--- config.mk ---
export PLATFORM = sky130hd
export DESIGN_NAME = coin_acceptor
export DESIGN_NICKNAME = d
export VERILOG_FILES = /design/src/rtl/vm_pkg.sv /design/src/rtl/coin_acceptor_input_debouncer.sv /design/src/rtl/coin_acceptor.sv
export SDC_FILE = /design/constraint.sdc
export NUM_CORES = 1
export LEC_CHECK = 0
export ABC_CLOCK_PERIOD_IN_PS = 3800
export CAP_MARGIN = 20
export CORE_MARGIN = 2
export CORE_UTILIZATION = 51
export DETAILED_ROUTE_END_ITERATION = 7
export PLACE_DENSITY = 0.87
export REMOVE_ABC_BUFFERS = 1
export SYNTH_ARGS = -nofsm -noshare
export SYNTH_HDL_FRONTEND = slang
export SYNTH_HIERARCHICAL = 1
export SYNTH_SLANG_ARGS = --single-unit
export TNS_END_PERCENT = 30
--- constraint.sdc ---
create_clock -name clk -period 3.8 [get_ports clk]
set_clock_uncertainty 0.15 [all_clocks]
set_input_delay 1.14 -clock clk [delete_from_list [all_inputs] [get_ports clk]]
set_output_delay 1.14 -clock clk [all_outputs]
set_load 0.005 [all_outputs]
--- src/rtl/vm_pkg.sv ---
// Shared definitions for the vending-machine coin path: FSM states,
// default credit width, ceiling and coin denominations.
package vm_pkg;

  typedef enum logic [1:0] {
    ST_IDLE    = 2'd0,
    ST_COLLECT = 2'd1,
    ST_LOCKED  = 2'd2,
    ST_REFUND  = 2'd3
  } state_t;

  localparam int unsigned CREDIT_W   = 8;
  localparam int unsigned MAX_CREDIT = 7;
  localparam int unsigned VAL1       = 1;
  localparam int unsigned VAL2       = 2;
  localparam int unsigned VAL5       = 5;

endpackage

--- src/rtl/coin_acceptor_input_debouncer.sv ---
// Conditions one raw asynchronous input: 2-FF synchroniser, stability
// counter, and a one-cycle pulse on the rising edge of the debounced level.
module input_debouncer #(
  parameter int unsigned DEBOUNCE_CYCLES = 16
) (
  input  logic i_clk,
  input  logic i_rst_n,
  input  logic i_raw,
  output logic o_event
);

  localparam int unsigned CNT_W = (DEBOUNCE_CYCLES > 1) ? $clog2(DEBOUNCE_CYCLES) : 1;
  localparam logic [CNT_W-1:0] CNT_LAST = CNT_W'(DEBOUNCE_CYCLES - 1);

  logic             r_sync1;
  logic             r_sync2;
  logic [CNT_W-1:0] r_cnt;
  logic             r_level;
  logic             r_level_d;
  logic             r_event;

  always_ff @(posedge i_clk or negedge i_rst_n) begin
    if (!i_rst_n) begin
      r_sync1   <= 1'b0;
      r_sync2   <= 1'b0;
      r_cnt     <= '0;
      r_level   <= 1'b0;
      r_level_d <= 1'b0;
      r_event   <= 1'b0;
    end else begin
      r_sync1 <= i_raw;
      r_sync2 <= r_sync1;
      // The edge that would make the count reach DEBOUNCE_CYCLES flips the level.
      if (r_sync2 != r_level) begin
        if (r_cnt == CNT_LAST) begin
          r_level <= r_sync2;
          r_cnt   <= '0;
        end else begin
          r_cnt <= r_cnt + 1'b1;
        end
      end else begin
        r_cnt <= '0;
      end
      r_level_d <= r_level;
      r_event   <= r_level & ~r_level_d;
    end
  end

  assign o_event = r_event;

endmodule

--- src/rtl/coin_acceptor.sv ---
// Coin acceptor: debounces coin/cancel inputs, accumulates credit up to a
// ceiling, freezes it while the controller vends, and refunds on cancel.
module coin_acceptor #(
  parameter int unsigned CREDIT_W        = vm_pkg::CREDIT_W,
  parameter int unsigned MAX_CREDIT      = vm_pkg::MAX_CREDIT,
  parameter int unsigned DEBOUNCE_CYCLES = 16,
  parameter int unsigned VAL1            = vm_pkg::VAL1,
  parameter int unsigned VAL2            = vm_pkg::VAL2,
  parameter int unsigned VAL5            = vm_pkg::VAL5
) (
  input  logic                clk,
  input  logic                reset,
  input  logic                coin1_in,
  input  logic                coin2_in,
  input  logic                coin5_in,
  input  logic                cancel_in,
  input  logic                lock,
  input  logic                take,
  output logic [CREDIT_W-1:0] credit,
  output logic                coin_accepted,
  output logic                coin_reject,
  output logic                refund_valid,
  output logic [CREDIT_W-1:0] refund_amount
);

  import vm_pkg::*;

  localparam int unsigned SUM_W = CREDIT_W + 1;
  localparam logic [SUM_W-1:0]    L_MAX  = SUM_W'(MAX_CREDIT);
  localparam logic [SUM_W-1:0]    L_V1   = SUM_W'(VAL1);
  localparam logic [SUM_W-1:0]    L_V2   = SUM_W'(VAL2);
  localparam logic [SUM_W-1:0]    L_V5   = SUM_W'(VAL5);
  localparam logic [CREDIT_W-1:0] C_V1   = CREDIT_W'(VAL1);
  localparam logic [CREDIT_W-1:0] C_V2   = CREDIT_W'(VAL2);
  localparam logic [CREDIT_W-1:0] C_V5   = CREDIT_W'(VAL5);

  logic w_ev1, w_ev2, w_ev5, w_cancel;

  input_debouncer #(.DEBOUNCE_CYCLES(DEBOUNCE_CYCLES)) u_db_coin1 (
    .i_clk(clk), .i_rst_n(reset), .i_raw(coin1_in), .o_event(w_ev1)
  );
  input_debouncer #(.DEBOUNCE_CYCLES(DEBOUNCE_CYCLES)) u_db_coin2 (
    .i_clk(clk), .i_rst_n(reset), .i_raw(coin2_in), .o_event(w_ev2)
  );
  input_debouncer #(.DEBOUNCE_CYCLES(DEBOUNCE_CYCLES)) u_db_coin5 (
    .i_clk(clk), .i_rst_n(reset), .i_raw(coin5_in), .o_event(w_ev5)
  );
  input_debouncer #(.DEBOUNCE_CYCLES(DEBOUNCE_CYCLES)) u_db_cancel (
    .i_clk(clk), .i_rst_n(reset), .i_raw(cancel_in), .o_event(w_cancel)
  );

  state_t              r_state;
  logic [CREDIT_W-1:0] r_credit;
  logic                r_coin_accepted;
  logic                r_coin_reject;
  logic                r_refund_valid;
  logic [CREDIT_W-1:0] r_refund_amount;
  logic [1:0]          r_rej_pend;

  logic [SUM_W-1:0]    w_base;
  logic [CREDIT_W-1:0] w_add;
  logic                w_fit1, w_fit2, w_fit5;
  logic                w_open;
  logic                w_pick1, w_pick2, w_pick5, w_acc;
  logic [1:0]          w_n_coin, w_n_rej;
  logic [2:0]          w_rej_total;

  always_comb begin
    w_base  = {1'b0, r_credit};
    w_fit1  = (w_base + L_V1) <= L_MAX;
    w_fit2  = (w_base + L_V2) <= L_MAX;
    w_fit5  = (w_base + L_V5) <= L_MAX;
    // Coins are only taken when unlocked and no cancel arrives in the same cycle.
    w_open  = ((r_state == ST_IDLE) || (r_state == ST_COLLECT)) && !lock && !w_cancel;
    w_pick5 = w_open && w_ev5 && w_fit5;
    w_pick2 = w_open && w_ev2 && w_fit2 && !w_pick5;
    w_pick1 = w_open && w_ev1 && w_fit1 && !w_pick5 && !w_pick2;
    w_acc   = w_pick1 | w_pick2 | w_pick5;
    w_add   = w_pick5 ? C_V5 : (w_pick2 ? C_V2 : (w_pick1 ? C_V1 : '0));
    w_n_coin    = 2'(w_ev1) + 2'(w_ev2) + 2'(w_ev5);
    w_n_rej     = w_n_coin - 2'(w_acc);
    w_rej_total = 3'(r_rej_pend) + 3'(w_n_rej);
  end

  always_ff @(posedge clk or negedge reset) begin
    if (!reset) begin
      r_state         <= ST_IDLE;
      r_credit        <= '0;
      r_coin_accepted <= 1'b0;
      r_coin_reject   <= 1'b0;
      r_refund_valid  <= 1'b0;
      r_refund_amount <= '0;
      r_rej_pend      <= '0;
    end else begin
      r_coin_accepted <= w_acc;
      r_refund_valid  <= 1'b0;
      r_refund_amount <= '0;

      // Rejects drain one per cycle; surplus beyond two waiting is capped.
      if (w_rej_total == '0) begin
        r_coin_reject <= 1'b0;
        r_rej_pend    <= '0;
      end else begin
        r_coin_reject <= 1'b1;
        r_rej_pend    <= (w_rej_total > 3'd2) ? 2'd2 : 2'(w_rej_total - 3'd1);
      end

      unique case (r_state)
        ST_IDLE, ST_COLLECT: begin
          if (lock) begin
            r_state <= ST_LOCKED;
          end else if (w_cancel) begin
            if (r_state == ST_COLLECT) begin
              r_refund_valid  <= 1'b1;
              r_refund_amount <= r_credit;
              r_credit        <= '0;
              r_state         <= ST_REFUND;
            end
          end else if (w_acc) begin
            r_credit <= r_credit + w_add;
            r_state  <= ST_COLLECT;
          end
        end
        ST_LOCKED: begin
          if (take) begin
            r_credit <= '0;
            r_state  <= ST_IDLE;
          end else if (!lock) begin
            r_state <= (r_credit != '0) ? ST_COLLECT : ST_IDLE;
          end
        end
        ST_REFUND: r_state <= ST_IDLE;
        default:   r_state <= ST_IDLE;
      endcase
    end
  end

  assign credit        = r_credit;
  assign coin_accepted = r_coin_accepted;
  assign coin_reject   = r_coin_reject;
  assign refund_valid  = r_refund_valid;
  assign refund_amount = r_refund_amount;

endmodule
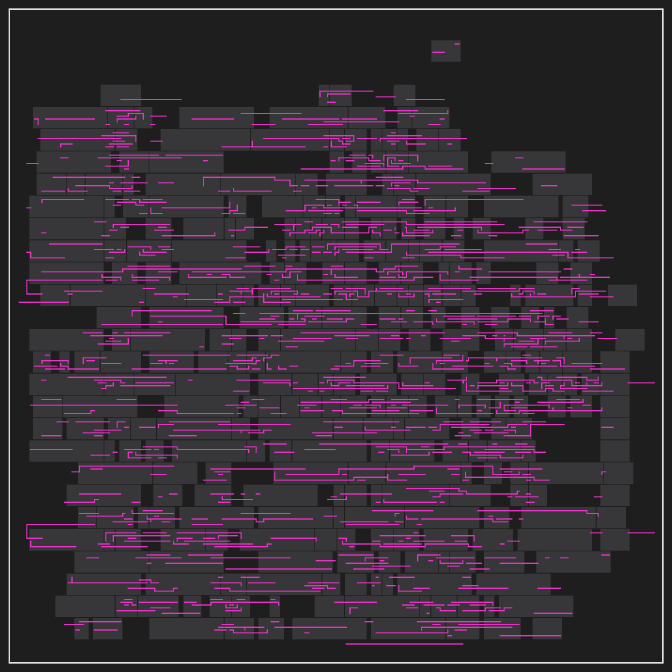
Figure 1: met1 routing.
Cells faint in the background.
- nets with wire on the layer: 332
- main direction: horizontal
- longest straight run: 34.5 um
- wire length on this layer: 2,850 um

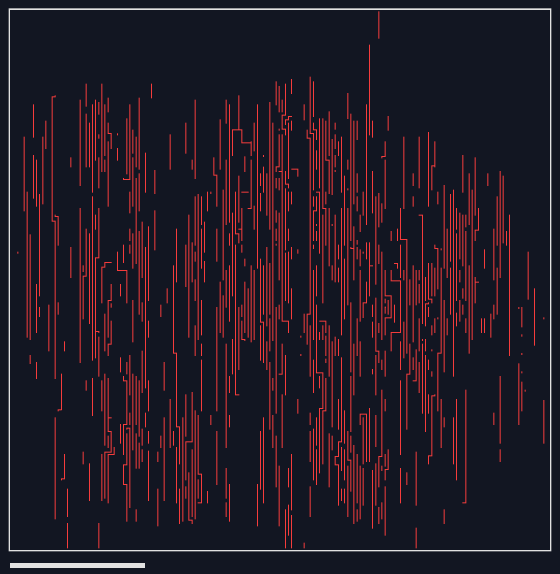
Figure 2: signal wires on met2.
The bar under the picture is 20 um long.
- wire length on this layer: 3,260 um
- share of all routed wire: 49%
- nets with wire on the layer: 318
- longest straight run: 32.1 um

==> flow_metrics.env <==
# yosys + openroad results
export IMPL_status="finished, violations left"
export IMPL_violations="setup timing"
export IMPL_routabilityCongestion=0.934
export IMPL_die_h_um=79.8
export IMPL_vias=2350
export IMPL_synthArstFlopShare_pct=100
export IMPL_track_usage_pct=22.5
export IMPL_dr_pass1_iters=4
export IMPL_cts_made_buffers=9
export IMPL_maxCapViolations=0
export IMPL_startpoint_type="primary input"
export IMPL_wl_per_cell_um=16.0
export IMPL_p_int_mw=1.18
export IMPL_die_area_sq_um=6370
export IMPL_power_leader="sequential cells"
export IMPL_crit_chain="buf_8 > a2111oi_4 > o2111ai_2 > o21a_1 > o21ai_2 > ha_1 > fa_1 > inv_1 > ha_2 > inv_2 > fa_2 > inv_2 > ha_4 > nor2_4 > o21ai_2"
export IMPL_instances_no_fill=413
export IMPL_topCellsByArea="dfrtp_1, ha_1, xnor2_1"
export IMPL_path_buffers=4
export IMPL_clock_power_mw=0.588
export IMPL_pwr_share_clk_pct=36.9
export IMPL_p_leak_nw=1.77
export IMPL_rows=27
export IMPL_ys_ff=59
export IMPL_irDropWorstVdd_v=0.000291
export IMPL_cpPeakStageDelay_ns=0.59
export IMPL_synth_seq_share_pct=50.4
export IMPL_layout_setup_ws_ns=-0.315
export IMPL_ys_warn_count=6
export IMPL_top_area_cell="dfrtp_1"
export IMPL_clock_path_buffers=2
export IMPL_final_max_slew_viol_count=0
export IMPL_final_util_pct=70.6
export IMPL_dpl_cell_area_sq_um=3500
export IMPL_vias_per_cell=5.69
export IMPL_crit_start="lock"
export IMPL_ctsHoldBuffers=0
export IMPL_die_x_um=79.8
export IMPL_wl_um=6630
export IMPL_pg_seq_mw=0.698
export IMPL_cts_sinks=59
export IMPL_avgSynthCellArea_sq_um=11.2
export IMPL_timing_final_crit_share_pct=108
export IMPL_synth_distinct_cells=47
export IMPL_flop_cell="dfrtp_1"
export IMPL_gr_total_overflow=0
export IMPL_initialDrtViolationCount=205
export IMPL_timing_rr_start="credit[1]"
export IMPL_grt_pass1_wl_um=11100
export IMPL_num_antenna_cells=0
export IMPL_cts_tree="done"
export IMPL_worstPathArrival_ns=4.19
export IMPL_whs_ns=0.199
export IMPL_area_growth_pct=33.3
export IMPL_p_sw_mw=0.417
export IMPL_insertion_delay_ns=0.33
export IMPL_netlist_instances=262
export IMPL_num_io_pins=27
export IMPL_io_buffers=26
export IMPL_grt_max_degree=52
export IMPL_hold_viol_final=0
export IMPL_netlist_area_sq_um=2930
export IMPL_setup_viol=3
export IMPL_initial_core_util_pct=52.9
export IMPL_edf_count=0
==> layout by cell type (no fill, tap or decap), types with 9 or more instances in the layout <==
| master | n |
|---|---|
| inv_1 | 9 |
| ha_1 | 11 |
| clkbuf_8 | 12 |
| dfrtp_1 | 57 |
| a21oi_1 | 11 |
| nand2_1 | 9 |
| clkdlybuf4s50_1 | 24 |
| buf_4 | 42 |
| nor2_1 | 12 |
==> worst paths after layout <==
path / slack (ns) / cells past startpoint / to
setup / recovery: -0.31 / 15 / r_rej_pend[1]
hold / removal: 0.20 / 0 / u_db_coin1/r_sync2
hold reg to reg: 0.20 / 0 / u_db_coin1/r_sync2
setup reg to reg: -0.23 / 16 / r_rej_pend[1]
min in group asynchronous: 0.60 / 1 / u_db_coin2/r_cnt[0]
max in group asynchronous: 2.37 / 2 / credit[0]
==> layout make-up <==
cell class	instances	area, sq um	area share [%]
Sequential cell	59	1480	37.8
Inverter	13	51.3	1.31
Multi-Input combinational cell	181	1440	36.9
Clock inverter	1	30.0	0.768
Timing Repair Buffer	72	638	16.3
Tap cell	72	90.1	2.30
Clock buffer	15	176	4.51
==> per-layer routing <==
layer	global-route usage (%)	part of all wire (%)
met1	28.8	43
met4	7.63	2.0
met2	37.1	49
met3	6.22	5.8
met5	0	0
==> what timing repair did <==
action | in CTS | in global routing
gates resized | 23 | 14
endpoints found under the hold margin | 0 | 0
pin swaps | 13 | 11
setup endpoints to repair | 3 | 3
setup buffers | 8 | 3
==> cells by family after synthesis <==
logic type               count (synthesis)  share of synthesized area (%)
buffers and inverters                   22                           3.20
XOR/XNOR                                12                           3.59
multiplexers                             5                           2.43
flip-flops                              59                           50.4
AND-OR/OR-AND                           56                           13.8
AND/OR/NAND/NOR                         88                           17.3
adder cells (fa/ha/maj)                 20                           9.30
